<file path="src/rtl/gpu_mcnt_pkg.sv">
// Shared definitions for the GPU packet master-count generator.
package gpu_mcnt_pkg;

    localparam int unsigned MCNT_W_DEF        = 48;
    localparam int unsigned PKTS_PER_SYNC_DEF = 2048;

    typedef enum logic [1:0] {
        ST_IDLE  = 2'd0,
        ST_ARMED = 2'd1,
        ST_RUN   = 2'd2
    } mcnt_state_t;

endpackage

</file>
<file path="src/rtl/edge_rise.sv">
// One-bit registered rising-edge detector with asynchronous reset.
// The first cycle after reset release never reports an edge, so a level
// already high while reset was asserted is not mistaken for a fresh edge.
module edge_rise (
    input  logic clk,
    input  logic rst,
    input  logic sig,
    output logic sig_q,
    output logic rise
);

    logic primed_q;

    // Track the previous level and whether a valid previous level exists.
    always_ff @(posedge clk or posedge rst) begin
        if (rst) begin
            sig_q    <= 1'b0;
            primed_q <= 1'b0;
        end else begin
            sig_q    <= sig;
            primed_q <= 1'b1;
        end
    end

    assign rise = sig & ~sig_q & primed_q;

endmodule

</file>
<file path="src/rtl/gpu_mcnt_gen.sv">
// GPU packet master count generator: armed by software, zeroed on the
// following sync, incremented per completed packet, with sync phase checking
// and a coherent snapshot for the software register.
module gpu_mcnt_gen
    import gpu_mcnt_pkg::*;
#(
    parameter int unsigned MCNT_W        = MCNT_W_DEF,
    parameter int unsigned PKTS_PER_SYNC = PKTS_PER_SYNC_DEF,
    parameter int unsigned PH_W          = $clog2(PKTS_PER_SYNC)
) (
    input  logic              user_clk,
    input  logic              user_rst,
    input  logic              arm_in,
    input  logic              sync_in,
    input  logic              pkt_done,
    input  logic              snap_req,
    output logic [MCNT_W-1:0] mcnt,
    output logic [31:0]       mcnt_lsb,
    output logic [MCNT_W-33:0] mcnt_msb,
    output logic              armed,
    output logic              running,
    output logic              sync_err,
    output logic [31:0]       sync_cnt
);

    localparam logic [PH_W-1:0] PH_LAST = PH_W'(PKTS_PER_SYNC - 1);

    logic arm_q, arm_rise;
    logic sync_q, sync_rise;

    mcnt_state_t       state_q, state_d;
    logic [MCNT_W-1:0] mcnt_q, mcnt_d;
    logic [MCNT_W-1:0] snap_q, snap_d;
    logic [PH_W-1:0]   phase_q, phase_d;
    logic              err_q, err_d;
    logic [31:0]       sync_cnt_q, sync_cnt_d;
    // Set when ARMED was entered from RUN: counting carries on while waiting
    // for the re-zeroing sync.
    logic              carry_q, carry_d;

    edge_rise u_arm_edge (
        .clk  (user_clk),
        .rst  (user_rst),
        .sig  (arm_in),
        .sig_q(arm_q),
        .rise (arm_rise)
    );

    edge_rise u_sync_edge (
        .clk  (user_clk),
        .rst  (user_rst),
        .sig  (sync_in),
        .sig_q(sync_q),
        .rise (sync_rise)
    );

    // Next-state logic for the FSM, count, phase check and snapshot.
    always_comb begin
        state_d    = state_q;
        mcnt_d     = mcnt_q;
        phase_d    = phase_q;
        err_d      = err_q;
        carry_d    = carry_q;
        sync_cnt_d = sync_cnt_q + {31'd0, sync_rise};
        // Snapshot always takes the pre-update count.
        snap_d     = snap_req ? mcnt_q : snap_q;

        unique case (state_q)
            ST_IDLE: begin
                if (arm_rise) begin
                    state_d = ST_ARMED;
                    carry_d = 1'b0;
                end
            end
            ST_ARMED: begin
                // A coincident packet is dropped in favour of the zeroing sync.
                if (sync_rise) begin
                    state_d = ST_RUN;
                    mcnt_d  = '0;
                    phase_d = '0;
                    err_d   = 1'b0;
                end else if (pkt_done && carry_q) begin
                    mcnt_d = mcnt_q + MCNT_W'(1);
                end
            end
            ST_RUN: begin
                if (sync_rise && (phase_q != '0)) begin
                    err_d = 1'b1;
                end
                if (pkt_done) begin
                    mcnt_d  = mcnt_q + MCNT_W'(1);
                    phase_d = (phase_q == PH_LAST) ? '0 : phase_q + PH_W'(1);
                end
                // Re-arm ignores a same-cycle sync; the next sync re-zeroes.
                if (arm_rise) begin
                    state_d = ST_ARMED;
                    carry_d = 1'b1;
                end
            end
            default: begin
                state_d = ST_IDLE;
            end
        endcase
    end

    // State registers.
    always_ff @(posedge user_clk or posedge user_rst) begin
        if (user_rst) begin
            state_q    <= ST_IDLE;
            mcnt_q     <= '0;
            snap_q     <= '0;
            phase_q    <= '0;
            err_q      <= 1'b0;
            sync_cnt_q <= '0;
            carry_q    <= 1'b0;
        end else begin
            state_q    <= state_d;
            mcnt_q     <= mcnt_d;
            snap_q     <= snap_d;
            phase_q    <= phase_d;
            err_q      <= err_d;
            sync_cnt_q <= sync_cnt_d;
            carry_q    <= carry_d;
        end
    end

    assign mcnt     = mcnt_q;
    assign mcnt_lsb = snap_q[31:0];
    assign mcnt_msb = snap_q[MCNT_W-1:32];
    assign armed    = (state_q == ST_ARMED);
    assign running  = (state_q == ST_RUN);
    assign sync_err = err_q;
    assign sync_cnt = sync_cnt_q;

endmodule

</file>
<file path="config.mk">
export PLATFORM = sky130hd
export DESIGN_NAME = gpu_mcnt_gen
export DESIGN_NICKNAME = d
export VERILOG_FILES = /design/src/rtl/gpu_mcnt_pkg.sv /design/src/rtl/edge_rise.sv /design/src/rtl/gpu_mcnt_gen.sv
export SDC_FILE = /design/constraint.sdc
export NUM_CORES = 1
export LEC_CHECK = 0
export CORE_MARGIN = 5
export CORE_UTILIZATION = 25
export DETAILED_ROUTE_END_ITERATION = 8
export PLACE_DENSITY = 0.5
export SLEW_MARGIN = 20
export SYNTH_ARGS = -nofsm -noshare
export SYNTH_HDL_FRONTEND = slang
export SYNTH_SLANG_ARGS = --single-unit
</file>
<file path="constraint.sdc">
create_clock -name user_clk -period 5.64 [get_ports user_clk]
set_input_delay 1.128 -clock user_clk [delete_from_list [all_inputs] [get_ports user_clk]]
set_output_delay 1.128 -clock user_clk [all_outputs]
set_load 0.005 [all_outputs]
</file>
run_1/wires.png
Scale: 2 px per um. Only two layers are drawn.
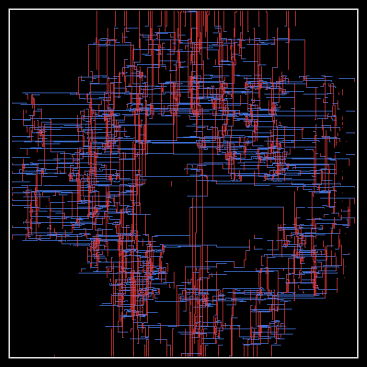
| layer | colour | wire length |
|---|---|---|
| metal 1 | blue | 8490 um |
| metal 2 | red | 8050 um |
GRT Util Overall: 12.0%
Routed wire per std cell: 16.1 um
Via Count: 5089
Routed WL: 17600 um

run_1/layer_met3.png
Scale: 2 px per um.
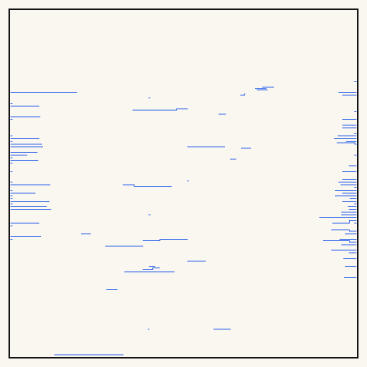
wire length on this layer: 798 um
longest straight run: 34.3 um
share of all routed wire: 4.5%
main direction: horizontal
met3 usage: 3.08%

==> impl_metrics.py, run 1 <==
# Flow results
metrics = {
    "place": {
        "globalplace.congestion": 0.754,
        "portBuffers": 136,
    },
    "floorplanning": {
        "fp-utilization_pct": 25.5,
    },
    "synth": {
        "synthArstFlopShare_pct": 100,
        "avgSynthCellArea_um2": 11.1,
        "syn_area_mm2": 0.00668,
        "floorplan.nets": 619,
        "edf_count": 0,
        "synth_flop_count": 146,
        "ys_warn_count": 0,
    },
    "clocking": {
        "cts_tree": "yes",
        "clock_path_buffers": 2,
        "cts_buffers": 17,
        "cts_setup_buffers": 0,
        "cts.clk_slew.worst_paths_ps": 60,
    },
    "drt": {
        "drcViolationCount": 0,
    },
    "worst_hold_path": {
        "hold_path_class": "flip-flop to flip-flop",
    },
    "run_status": {
        "status": "complete, no violations",
    },
    "layout": {
        "num_antenna_cells": 0,
        "lay_top_cells": "dfrtp_1, clkdlybuf4s50_1, mux2_2, nand2_1, xnor2_1",
    },
    "worst_setup_path": {
        "path_max_fanout": 9,
        "arrival_ps": 3960,
        "reg2regPathDepth": 9,
        "max_stage_delay_ps": 590,
        "crit_type": "primary input to flip-flop",
        "worst_ep_required_time_ps": 5940,
    },
    "timing": {
        "worst_slew_pin_slew_ps": 901,
        "fin_crit_sh_pct": 64.8,
    },
    "pwr": {
        "irDropWorstVdd_mv": 0.169,
    },
    "global_route": {
        "antenna_found_initial": 0,
    },
}
run_1/flops_by_reg.png
Scale: 3 px per um. Other sequential cells in the stronger grey, the rest of the logic in the fainter grey.
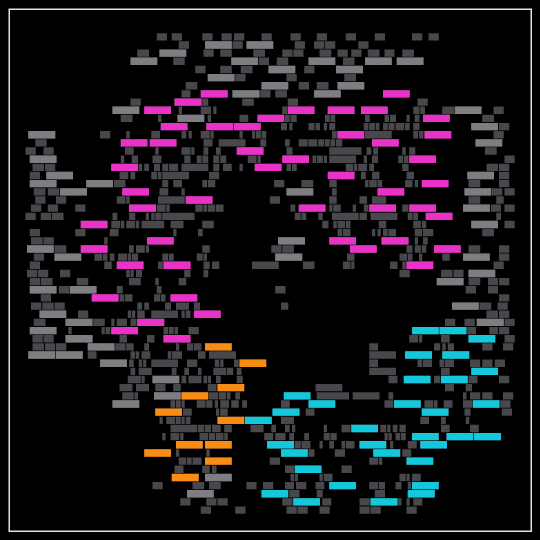
| signal | colour | sequential cells |
|---|---|---|
| `sync_cnt` | cyan | 32 |
| `mcnt` | magenta | 48 |
| `phase_q` | orange | 11 |

run_1/placement_by_type.png
Scale: 1.5 px per um.
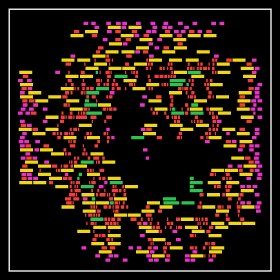
| class | colour | cells | share of their area |
|---|---|---|---|
| other buffers and delay cells | magenta | 143 | 16% |
| clock drivers and dummy loads | green | 31 | 7.0% |
| flops | yellow | 146 | 42% |
| combinational and other logic | red | 439 | 34% |
post-route cell area: 0.00903 mm^2
Finished Core Util: 34.5%
core area: 0.0262 mm^2

## run 1: cell type report
class                      count  area, um^2  share of cell area [%]
clock buffer                  19         443                    4.91
multi-input combinational    421        2870                    31.8
clock inverter                12         158                    1.75
sequential                   146        3650                    40.5
timing repair buffer         143        1410                    15.6
tap                          335         419                    4.64
inverter                      18        72.6                   0.804
## run 1: power by group
| group | total, uW | internal [uW] | switching [uW] |
|---|---|---|---|
| clock | 1180 | 708 | 467 |
| combinational | 423 | 201 | 222 |
| sequential | 1190 | 1110 | 74.8 |
| total | 2790 | 2020 | 764 |
## run 1: synthesized netlist by cell type, drive strengths merged, types with 3 or more instances
library cell | instances | area share (%)
nor2 | 34 | 1.9
or3 | 17 | 1.6
o211ai | 7 | 0.86
a21oi | 26 | 1.9
or2 | 3 | 0.28
a21o | 6 | 0.67
nand2 | 49 | 2.8
nor4 | 13 | 1.2
nand4 | 20 | 2.1
o31ai | 10 | 1.1
a22o | 4 | 0.52
buf | 10 | 0.81
mux2 | 49 | 8.3
xnor2 | 40 | 5.2
clkbuf | 9 | 0.51
nor3 | 10 | 0.75
nor2b | 3 | 0.28
inv | 18 | 1.0
ha | 9 | 1.7
o21ai | 31 | 2.3
nand2b | 3 | 0.28
dfrtp | 146 | 55
and4 | 13 | 1.7
nand3 | 29 | 2.2
and3 | 8 | 0.75
or4 | 15 | 1.7
xor2 | 9 | 1.2
## run 1: kinds of logic after synthesis
| group | after synthesis | share of synthesized area, % |
|---|---|---|
| compound gates | 89 | 8.13 |
| xor+xnor | 49 | 6.42 |
| fa+ha+maj | 9 | 1.69 |
| buf+inv | 37 | 2.32 |
| flops | 146 | 54.7 |
| mux | 50 | 8.41 |
| other cells | 1 | 0.0561 |
| simple gates | 223 | 18.3 |
## run 1: flip-flops by register name (all words and copies together), names as in the netlist
register and count:
mcnt 48, snap_q 48, sync_cnt 32, phase_q 11
state_q 2, carry_q 1, sync_err 1, u_arm_edge.sig_q 1
u_sync_edge.primed_q 1, u_sync_edge.sig_q 1
## run 1: stage by stage
step / power, uW / setup WS [ps] / cells / utilization, %
after floorplan: 1420 / 589 / 604 / -
after global routing: 2930 / 1710 / 1094 / 34.5
after detailed placement: 1640 / 1530 / 1063 / 32.2
after global placement: 1640 / 1600 / 1063 / 32.2
final: 2790 / 1980 / 1094 / 34.5
after CTS: 2840 / 1980 / 1094 / 34.5
## run 1: how the worst min path moves through the flow
stage / slack (ps) / end
final: 470 / sync_cnt[31]
after global routing: 480 / sync_cnt[31]
after CTS: 480 / sync_cnt[31]
after detailed placement: 470 / sync_cnt[31]
after global placement: 470 / sync_cnt[31]
after floorplan: 470 / phase_q[8]
## run 1: layer usage
| layer | GRT usage (%) | routed length (um) | vias up |
|---|---|---|---|
| li1 | - | - | 2481 |
| met1 | 16.0 | 8490 | 2484 |
| met2 | 19.0 | 8050 | 109 |
| met3 | 3.08 | 797 | 15 |
| met4 | 4.12 | 262 | 0 |
| met5 | 0 | 0 | - |
## run 1: worst reg2reg max path: stages (launching register included)
cell	delay [ps]
dfrtp_1	370
nand3b_1	240
inv_2	220
ha_1	250
ha_1	250
inv_1	50
or3_1	440
nor3_1	590
nand4_1	200
xnor2_1	160
==> run 2, diff against run 1 <==
- PLACE_DENSITY: 0.5 -> 0.51
- clock period: 5.64 -> 3.21 ns (I/O delays scaled with it)
run_2/placement_by_type.png
Scale: 1.5 px per um.
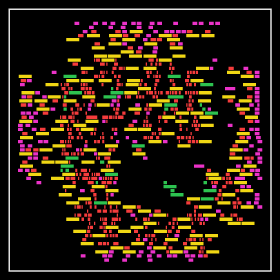
| class | colour | cells | share of their area |
|---|---|---|---|
| flops | yellow | 146 | 42% |
| other buffers and delay cells | magenta | 160 | 18% |
| clock drivers and dummy loads | green | 31 | 6.2% |
| combinational and other logic | red | 439 | 34% |

==> impl_metrics.py, run 2 <==
# Flow results
metrics = {
    "run_status": {
        "status": "complete, no violations",
    },
    "worst_setup_path": {
        "max_stage_delay_ps": 520,
        "crit_type": "primary input to flip-flop",
        "path_max_fanout": 7,
        "arrival_ps": 3050,
        "worst_ep_required_time_ps": 3520,
    },
    "timing": {
        "worst_slew_pin_slew_ps": 739,
        "fin_crit_sh_pct": 85.4,
        "min_period_ps": 2740,
    },
    "drt": {
        "drcViolationCount": 0,
        "wirelength_um": 17800,
        "wl_per_cell_um": 16.1,
    },
    "floorplanning": {
        "design.core.area_mm2": 0.0262,
        "chip_area_mm2": 0.0301,
    },
    "synth": {
        "floorplan.nets": 619,
        "yosys-top-cells-area": "dfrtp_1, mux2_2, xnor2_1",
        "edf_count": 0,
        "yosys.area.top_type": "dfrtp_1",
        "avgSynthCellArea_um2": 11.1,
        "ys_warn_count": 0,
        "common_cells": "dfrtp_1, mux2_2, nand2_1",
        "top_area_share_pct": 54.7,
        "syn_area_mm2": 0.00668,
        "most_common_cell": "dfrtp_1",
        "synthArstFlopShare_pct": 100,
        "synthFlopType": "dfrtp_1",
    },
    "layout": {
        "lay_top_cells": "dfrtp_1, clkdlybuf4s50_1, mux2_2, nand2_1, xnor2_1",
        "final_area_mm2": 0.00914,
        "num_antenna_cells": 0,
    },
    "global_route": {
        "antenna_found_initial": 0,
        "grt_use_total_pct": 12.0,
    },
    "place": {
        "postPlaceCellArea_mm2": 0.00859,
        "globalplace.congestion": 0.756,
    },
    "clocking": {
        "cts_setup_buffers": 0,
        "clock_path_buffers": 2,
        "cts_buffers": 17,
        "h-tree-depth": 4,
    },
    "pwr": {
        "irDropWorstVdd_mv": 0.318,
        "p_total_uw": 4760,
    },
}
==> run 2: logic make-up (layout without fill, tap and decap cells) <==
| group | count (synthesis) | in the layout | synth area share (%) |
|---|---|---|---|
| AOI/OAI and AO/OA | 89 | 89 | 8.13 |
| adders and majority gates | 9 | 9 | 1.69 |
| buffers and inverters | 37 | 209 | 2.32 |
| and+or+nand+nor | 223 | 223 | 18.3 |
| xor gates and xnor gates | 49 | 49 | 6.42 |
| muxes | 50 | 50 | 8.41 |
| other | 1 | 1 | 0.0561 |
| DFF | 146 | 146 | 54.7 |
==> run 2: per-stage QoR <==
stage / setup WS [ps] / cells
floorplan: 567 / 604
global route: 347 / 1111
CTS: 499 / 1111
finish: 470 / 1111
detailed placement: 41.1 / 1080
global placement: 109 / 1080
==> run 2: cell type report <==
| class | instances | area, um^2 | area share, % |
|---|---|---|---|
| multi-input combinational | 421 | 2870 | 31.5 |
| clock buffer | 18 | 429 | 4.70 |
| timing repair buffer | 160 | 1570 | 17.2 |
| tap | 335 | 419 | 4.59 |
| inverter | 18 | 71.3 | 0.781 |
| sequential | 146 | 3650 | 40.0 |
| clock inverter | 13 | 114 | 1.25 |
==> run 2: critical path, delay by kind of cell <==
kind                     cells  cell delay [ps]
XOR/XNOR                     1              140
AND/OR/NAND/NOR              4              870
adder cells (fa/ha/maj)      2              460
buffers and inverters        4              920
==> run 2: report_power, final <==
| group | switching [uW] | internal [uW] | leakage [uW] | total (uW) |
|---|---|---|---|---|
| logic | 418 | 393 | 0.00159 | 812 |
| clock network | 810 | 1060 | 0.000254 | 1870 |
| registers | 122 | 1960 | 0.00200 | 2080 |
==> run 2: layer usage <==
metal  track usage [%]  vias up  share of wire (%)  wire length (um)
li1                  -     2512                  -                 -
met1              16.0     2537                 47              8370
met2              19.1      103                 47              8390
met3              3.60        9                5.3               943
met4              3.29        0               0.73               131
met5                 0        -                  0                 0
==> run 2: worst paths after layout <==
check                      slack, ps      endpoint         start
min                              480  sync_cnt[31]  sync_cnt[31]
min reg2reg                      480  sync_cnt[31]  sync_cnt[31]
max reg2reg                      680      mcnt[37]    state_q[0]
min in group asynchronous        580    snap_q[35]      user_rst
max                              470  sync_cnt[26]       sync_in
max in group asynchronous       1880   phase_q[10]      user_rst
No activity file was given, so power comes from the tool's default toggle rates.
